[src/rtl/rf_pkg.sv]
// Shared definitions for the operand-fetch stage.
// The state enum is used by operand_fetch.
package rf_pkg;
   localparam int XLEN       = 32;
   localparam int NumEntries = 32;
   localparam int RegIdxW    = $clog2(NumEntries);

   typedef enum logic [1:0] {EMPTY, FULL, STALL} state_t;
endpackage

[src/rtl/rf_scoreboard.sv]
// Per-register busy bits with RAW/WAW hazard detection.
// Writeback forwarding masks RAW hazards only.
module rf_scoreboard #(
   parameter int  NumEntries = 32,
   localparam int RegIdxW    = $clog2(NumEntries)
) (
   input  logic               clk_100MHz,
   input  logic               reset,
   input  logic               set_en,
   input  logic [RegIdxW-1:0] set_idx,
   input  logic               clr_en,
   input  logic [RegIdxW-1:0] clr_idx,
   input  logic [RegIdxW-1:0] rs1,
   input  logic [RegIdxW-1:0] rs2,
   input  logic [RegIdxW-1:0] rd,
   input  logic               rd_we,
   output logic               hazard,
   output logic               fwd1,
   output logic               fwd2
);

   logic [NumEntries-1:0] busy;
   logic [NumEntries-1:0] busy_next;

   // The clear is applied first so that a same-cycle set wins.
   always_comb begin
      busy_next = busy;
      if (clr_en) busy_next[clr_idx] = 1'b0;
      if (set_en) busy_next[set_idx] = 1'b1;
      busy_next[0] = 1'b0;
   end

   always_ff @(posedge clk_100MHz) begin
      if (reset) busy <= '0;
      else       busy <= busy_next;
   end

   assign fwd1 = clr_en && (clr_idx == rs1) && (rs1 != '0);
   assign fwd2 = clr_en && (clr_idx == rs2) && (rs2 != '0);

   assign hazard = (busy[rs1] && !fwd1) || (busy[rs2] && !fwd2) || (rd_we && busy[rd]);

endmodule

[src/rtl/operand_fetch.sv]
// Operand-fetch stage: reads sources, forwards same-cycle writeback,
// stalls on scoreboard hazards and registers a one-deep operand bundle.
module operand_fetch
   import rf_pkg::XLEN, rf_pkg::state_t, rf_pkg::EMPTY, rf_pkg::FULL, rf_pkg::STALL;
#(
   parameter int  NumEntries = 32,
   localparam int RegIdxW    = $clog2(NumEntries),
   localparam int AddrW      = $clog2(NumEntries * 4)
) (
   input  logic               clk_100MHz,
   input  logic               reset,
   input  logic               in_valid,
   output logic               in_ready,
   input  logic [RegIdxW-1:0] in_rs1,
   input  logic [RegIdxW-1:0] in_rs2,
   input  logic [RegIdxW-1:0] in_rd,
   input  logic               in_rd_we,
   output logic               rf_readEn,
   output logic               rf_readEn_2,
   output logic [AddrW-1:0]   rf_readAddr,
   output logic [AddrW-1:0]   rf_readAddr_2,
   input  logic [XLEN-1:0]    rf_readData,
   input  logic [XLEN-1:0]    rf_readData_2,
   input  logic               wb_valid,
   input  logic [RegIdxW-1:0] wb_rd,
   input  logic [XLEN-1:0]    wb_data,
   output logic               rf_writeEn,
   output logic [AddrW-1:0]   rf_writeAddr,
   output logic [XLEN-1:0]    rf_writeData,
   output logic               out_valid,
   input  logic               out_ready,
   output logic [XLEN-1:0]    out_rs1_val,
   output logic [XLEN-1:0]    out_rs2_val,
   output logic [RegIdxW-1:0] out_rd,
   output logic               out_rd_we,
   output logic [15:0]        stall_cnt
);

   state_t           state;
   state_t           state_next;
   logic             hazard;
   logic             fwd1;
   logic             fwd2;
   logic             accept;
   logic [XLEN-1:0]  rs1_val;
   logic [XLEN-1:0]  rs2_val;

   assign rf_writeEn    = wb_valid && (wb_rd != '0);
   assign rf_writeAddr  = AddrW'({wb_rd, 2'b00});
   assign rf_writeData  = wb_data;

   assign rf_readEn     = in_valid;
   assign rf_readEn_2   = in_valid;
   assign rf_readAddr   = AddrW'(in_rs1);
   assign rf_readAddr_2 = AddrW'(in_rs2);

   rf_scoreboard #(.NumEntries(NumEntries)) u_scoreboard (
      .clk_100MHz (clk_100MHz),
      .reset      (reset),
      .set_en     (accept && in_rd_we && (in_rd != '0)),
      .set_idx    (in_rd),
      .clr_en     (wb_valid),
      .clr_idx    (wb_rd),
      .rs1        (in_rs1),
      .rs2        (in_rs2),
      .rd         (in_rd),
      .rd_we      (in_rd_we),
      .hazard     (hazard),
      .fwd1       (fwd1),
      .fwd2       (fwd2)
   );

   assign in_ready = !reset && !hazard && ((state == EMPTY) || out_ready);
   assign accept   = in_valid && in_ready;

   assign rs1_val = (in_rs1 == '0) ? '0 : (fwd1 ? wb_data : rf_readData);
   assign rs2_val = (in_rs2 == '0) ? '0 : (fwd2 ? wb_data : rf_readData_2);

   always_ff @(posedge clk_100MHz) begin
      if (reset) state <= EMPTY;
      else       state <= state_next;
   end

   // FULL holds while downstream back-pressures; otherwise refill, stall or drain.
   always_comb begin
      state_next = state;
      if (state == FULL && !out_ready) state_next = FULL;
      else if (accept)                 state_next = FULL;
      else if (in_valid && hazard)     state_next = STALL;
      else                             state_next = EMPTY;
   end

   assign out_valid = (state == FULL);

   always_ff @(posedge clk_100MHz) begin
      if (reset) begin
         out_rs1_val <= '0;
         out_rs2_val <= '0;
         out_rd      <= '0;
         out_rd_we   <= 1'b0;
      end else if (accept) begin
         out_rs1_val <= rs1_val;
         out_rs2_val <= rs2_val;
         out_rd      <= in_rd;
         out_rd_we   <= in_rd_we;
      end
   end

   always_ff @(posedge clk_100MHz) begin
      if (reset)                                     stall_cnt <= '0;
      else if (in_valid && hazard && stall_cnt != '1) stall_cnt <= stall_cnt + 16'd1;
   end

endmodule

[config.mk]
export PLATFORM = sky130hd
export DESIGN_NAME = operand_fetch
export DESIGN_NICKNAME = d
export VERILOG_FILES = /design/src/rtl/rf_pkg.sv /design/src/rtl/rf_scoreboard.sv /design/src/rtl/operand_fetch.sv
export SDC_FILE = /design/constraint.sdc
export NUM_CORES = 1
export LEC_CHECK = 0
export CORE_MARGIN = 2
export CORE_UTILIZATION = 45
export DETAILED_ROUTE_END_ITERATION = 7
export GPL_TIMING_DRIVEN = 0
export PLACE_DENSITY_LB_ADDON = 0.08
export SYNTH_ARGS = -nofsm -noshare
export SYNTH_HDL_FRONTEND = slang
export SYNTH_HIERARCHICAL = 1
export SYNTH_SLANG_ARGS = --single-unit
export TNS_END_PERCENT = 30
[constraint.sdc]
create_clock -name clk_100MHz -period 4.85 [get_ports clk_100MHz]
set_clock_uncertainty 0.1 [all_clocks]
set_input_delay 0.7275 -clock clk_100MHz [delete_from_list [all_inputs] [get_ports clk_100MHz]]
set_output_delay 0.7275 -clock clk_100MHz [all_outputs]
set_load 0.005 [all_outputs]
==> results.sh, run 1 <==
# flow metrics
export IMPL_fa_ha_area_share_pct=0.182
export IMPL_worst_path_buf_inv=3
export IMPL_core_util_floorplan_pct=45.6
export IMPL_crit_path_end_kind="output pin"
export IMPL_inverters=5
export IMPL_ys_cells=803
export IMPL_io_pins=266
export IMPL_wire_per_inst_um=18.4
export IMPL_fp_row_count=45
export IMPL_dr_pass1_iters=5
export IMPL_flops=119
export IMPL_flop_cell="dfxtp_1"
export IMPL_comb_area_share_pct=37.0
export IMPL_yosys_warnings=6
export IMPL_final_nets=1208
export IMPL_clock_fmax_mhz=209
export IMPL_status="completed"
export IMPL_tightest_slew_ns=0.654
export IMPL_syn_inst=803
export IMPL_clock_latency_ns=0.42
export IMPL_final_cell_mix="clkdlybuf4s50_1 (258), nand2_1 (128), dfxtp_1 (119)"
export IMPL_critPathKind="in2out"
export IMPL_finalCriticalPeriod_ns=4.77
export IMPL_yosysTopAreaCellShare_pct=34.7
export IMPL_grt_util_all_layers_pct=28.7
export IMPL_placed_area_um2=9710
export IMPL_rsz0062_at_grt="no"
export IMPL_synth_async_reset_ratio_pct=0
export IMPL_chip_area_um2=16200
export IMPL_taps=188
export IMPL_leakage_nw=3.71
[run 1: Yosys cell counts (2+ instances only)]
master	n
nand2_1	128
dfxtp_1	119
a21oi_1	113
nand3_1	76
mux2_2	65
buf_4	55
o21ai_0	43
clkbuf_1	29
buf_2	21
mux4_2	20
nor2_1	15
nor3_1	11
mux2i_1	9
or3_1	8
nand3b_1	7
nor3b_1	7
xnor2_1	6
and3b_1	4
buf_1	4
inv_1	4
nor2b_1	4
or4_1	4
and3_1	3
mux4_1	3
nor4_1	3
or3b_2	3
xor2_1	3
a211oi_1	2
and3_4	2
buf_6	2
nand4_2	2
nor4_2	2
o2111ai_1	2
o211ai_1	2
o311ai_0	2
o31ai_1	2
o41ai_1	2
[run 1: where the power goes]
part           internal, mW  switching [mW]  total (mW)
clock                 0.864           0.439        1.30
sequential             1.01          0.0180        1.03
combinational         0.277           0.200       0.477
[run 1: kinds of logic after synthesis]
logic type,after synthesis
and+or+nand+nor,286
adders and majority gates,1
buffers and inverters,116
xor gates and xnor gates,9
DFF,119
AOI/OAI and AO/OA,173
other,1
muxes,98
[run 1: metal layers]
| layer | part of all wire (%) | vias up | track usage (%) |
|---|---|---|---|
| met3 | 6.7 | 46 | 6.24 |
| met2 | 49 | 286 | 48.6 |
| met1 | 42 | 3341 | 36.0 |
| met5 | 0 | - | 0 |
| li1 | - | 3396 | - |
| met4 | 2.5 | 0 | 11.0 |
[run 1: registers in the layout, indices dropped and copies added (netlist names)]
register / flops
out_rd: 5
out_rd_we: 1
out_rs1_val: 32
out_rs2_val: 32
stall_cnt: 16
state: 2
u_scoreboard/busy: 31
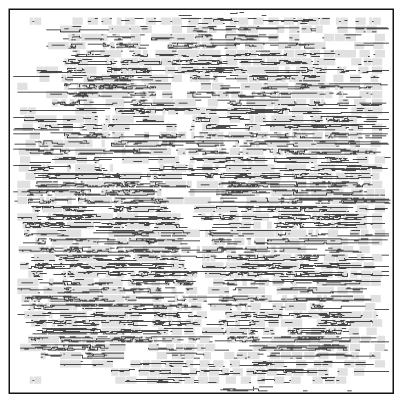
Figure 1: run 1, signal wires on met1.
Drawn at 3 px/um.
share of all routed wire: 42%
main direction: horizontal
longest straight run: 48.8 um
wire length on this layer: 9,870 um
nets with wire on the layer: 1,105

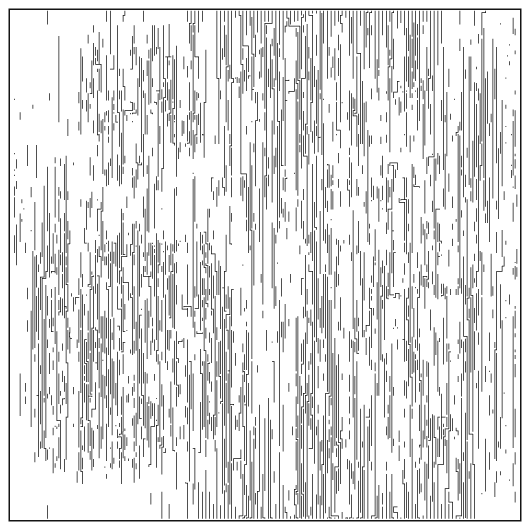
Figure 2: run 1, signal wires on met2.
Drawn at 4 px/um.
longest straight run: 48.3 um
wire length on this layer: 11,600 um
main direction: vertical

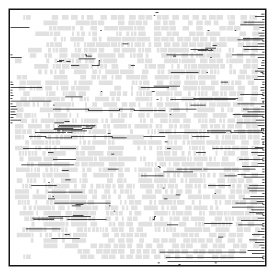
Figure 3: run 1, met3 routing.
Drawn at 2 px/um.
longest straight run: 48.5 um
wire length on this layer: 1,590 um

==> run 1 -> run 2 <==
--- a/config.mk
+++ b/config.mk
@@ -10,6 +10,7 @@
 export DETAILED_ROUTE_END_ITERATION = 7
 export GPL_TIMING_DRIVEN = 0
 export PLACE_DENSITY_LB_ADDON = 0.08
+export RECOVER_POWER = 50
 export SYNTH_ARGS = -nofsm -noshare
 export SYNTH_HDL_FRONTEND = slang
 export SYNTH_HIERARCHICAL = 1
==> results.sh, run 2 <==
# flow metrics
export IMPL_avgSynthCellArea_um2=8.54
export IMPL_synth_async_reset_ratio_pct=0
export IMPL_drt_total_wl_um=23700
export IMPL_grtUsageMet1_pct=36.0
export IMPL_cts_made_buffers=17
export IMPL_yosysTopAreaCellShare_pct=34.7
export IMPL_core_util_floorplan_pct=45.6
export IMPL_clock_latency_ns=0.42
export IMPL_muxShareOfSynthArea_pct=19.9
export IMPL_yosys_warnings=6
export IMPL_io_pins=266
export IMPL_grt_use_met2_pct=48.6
export IMPL_required_ns=4.02
export IMPL_total_power_mw=2.79
export IMPL_core_area_um2=15000
export IMPL_crit_path_end_kind="output pin"
export IMPL_syn_inst=803
export IMPL_fp_row_count=45
export IMPL_critPathKind="in2out"
export IMPL_final_nets=1208
export IMPL_worstHoldStart="out_rs1_val[7]"
export IMPL_status="completed"
export IMPL_tightest_slew_ns=0.625
export IMPL_most_common_cell="nand2_1"
export IMPL_fa_ha_area_share_pct=0.182
export IMPL_final_cell_mix="clkdlybuf4s50_1 (133), nand2_1 (128), dlygate4sd3_1 (125)"
export IMPL_reg_top3="out_rs1_val x32, out_rs2_val x32, u_scoreboard/busy x31"
export IMPL_met3_usage_pct=6.24
export IMPL_grt_util_all_layers_pct=28.7
export IMPL_dr_pass1_iters=5
export IMPL_rsz0062_at_grt="no"
export IMPL_leakage_nw=4.00
export IMPL_final_common_cell="clkdlybuf4s50_1"
export IMPL_yosys_stat_area_um2=6860
export IMPL_grt_pass1_wl_um=36400
export IMPL_simple_gate_area_share_pct=20.7
export IMPL_chip_area_um2=16200
export IMPL_flop_cell="dfxtp_1"
export IMPL_clock_fmax_mhz=209
export IMPL_finalCriticalPeriod_ns=4.79
export IMPL_yosys_top_cells_count="nand2_1 (128), dfxtp_1 (119), a21oi_1 (113), nand3_1 (76), mux2_2 (65)"
export IMPL_ys_cells=803
[run 2: worst max-delay path: stages]
cell and delay, ns:
dlygate4sd3_1 0.56, clkbuf_2 0.29, mux4_2 0.55, mux4_2 0.47, a31oi_1 0.19, nand3_1 0.24, nor3_1 0.36, clkdlybuf4s50_1 0.56
[run 2: routing by layer]
| metal | part of all wire (%) | vias to the layer above | routed length (um) |
|---|---|---|---|
| met5 | 0 | - | 0 |
| met4 | 2.3 | 0 | 541 |
| met3 | 6.9 | 39 | 1640 |
| met2 | 49 | 292 | 11700 |
| met1 | 41 | 3328 | 9820 |
| li1 | - | 3395 | - |
[run 2: path summary, 6_finish.rpt]
kind | endpoint | slack (ns) | cells after the start
setup / recovery | in_ready | 0.06 | 8
hold / removal | out_rs1_val[7] | 0.35 | 2
setup reg to reg | u_scoreboard/busy[21] | 1.04 | 13
hold reg to reg | out_rs1_val[7] | 0.35 | 2
[run 2: report_power, final]
| group | switching (mW) | leakage, nW | internal [mW] |
|---|---|---|---|
| Sequential | 0.0168 | 0.965 | 1.01 |
| Combinational | 0.200 | 2.74 | 0.260 |
| Clock | 0.438 | 0.296 | 0.864 |
[run 2: through the flow]
stage	cells	setup TNS, ns	hold WS (ns)	area [um^2]
detailed placement	1255	-13.76	0.342	9710
CTS	1286	0	0.350	10300
global route	1287	0	0.357	10300
finish	1288	0	0.347	10300
global placement	1255	-11.73	0.338	9710
floorplan	808	0	0.348	6880
[run 2: layout make-up]
class	instances	area, um^2
Inverter	5	18.8
Sequential cell	119	2380
Buffer	110	671
Tap cell	188	235
Clock buffer	21	450
Antenna cell	3	7.51
Multi-Input combinational cell	573	3830
Fill cell	1277	4690
Clock inverter	10	153
Timing Repair Buffer	259	2590
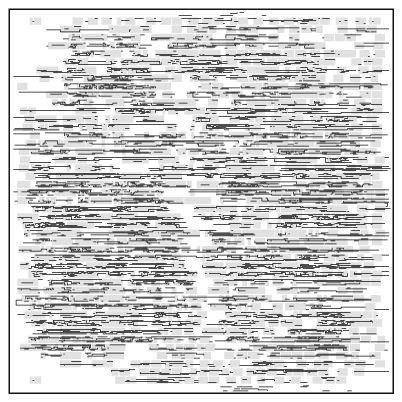
Figure 4: run 2, signal wires on met1.
Drawn at 3 px/um.
wire length on this layer: 9,820 um
nets with wire on the layer: 1,092
longest straight run: 48.8 um
share of all routed wire: 41%
main direction: horizontal

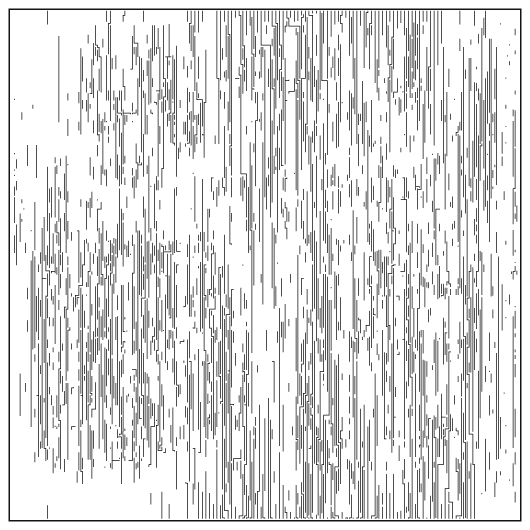
Figure 5: run 2, signal wires on met2.
Drawn at 4 px/um.
nets with wire on the layer: 1,006
longest straight run: 54.9 um
wire length on this layer: 11,700 um

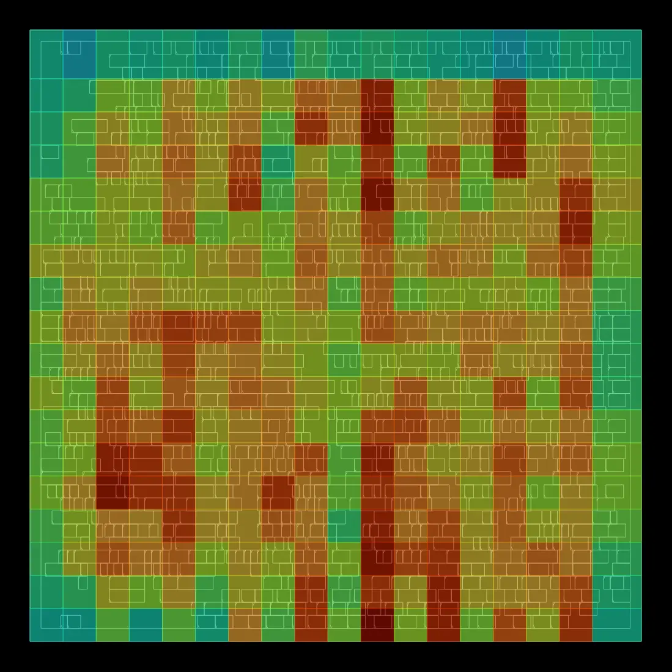
Figure 6: run 2, routing congestion map.
routed len/inst: 18.4 um
Core Util, Final: 68.8%
layer with the highest usage: met2

Power is estimated from default activity; no workload was simulated.
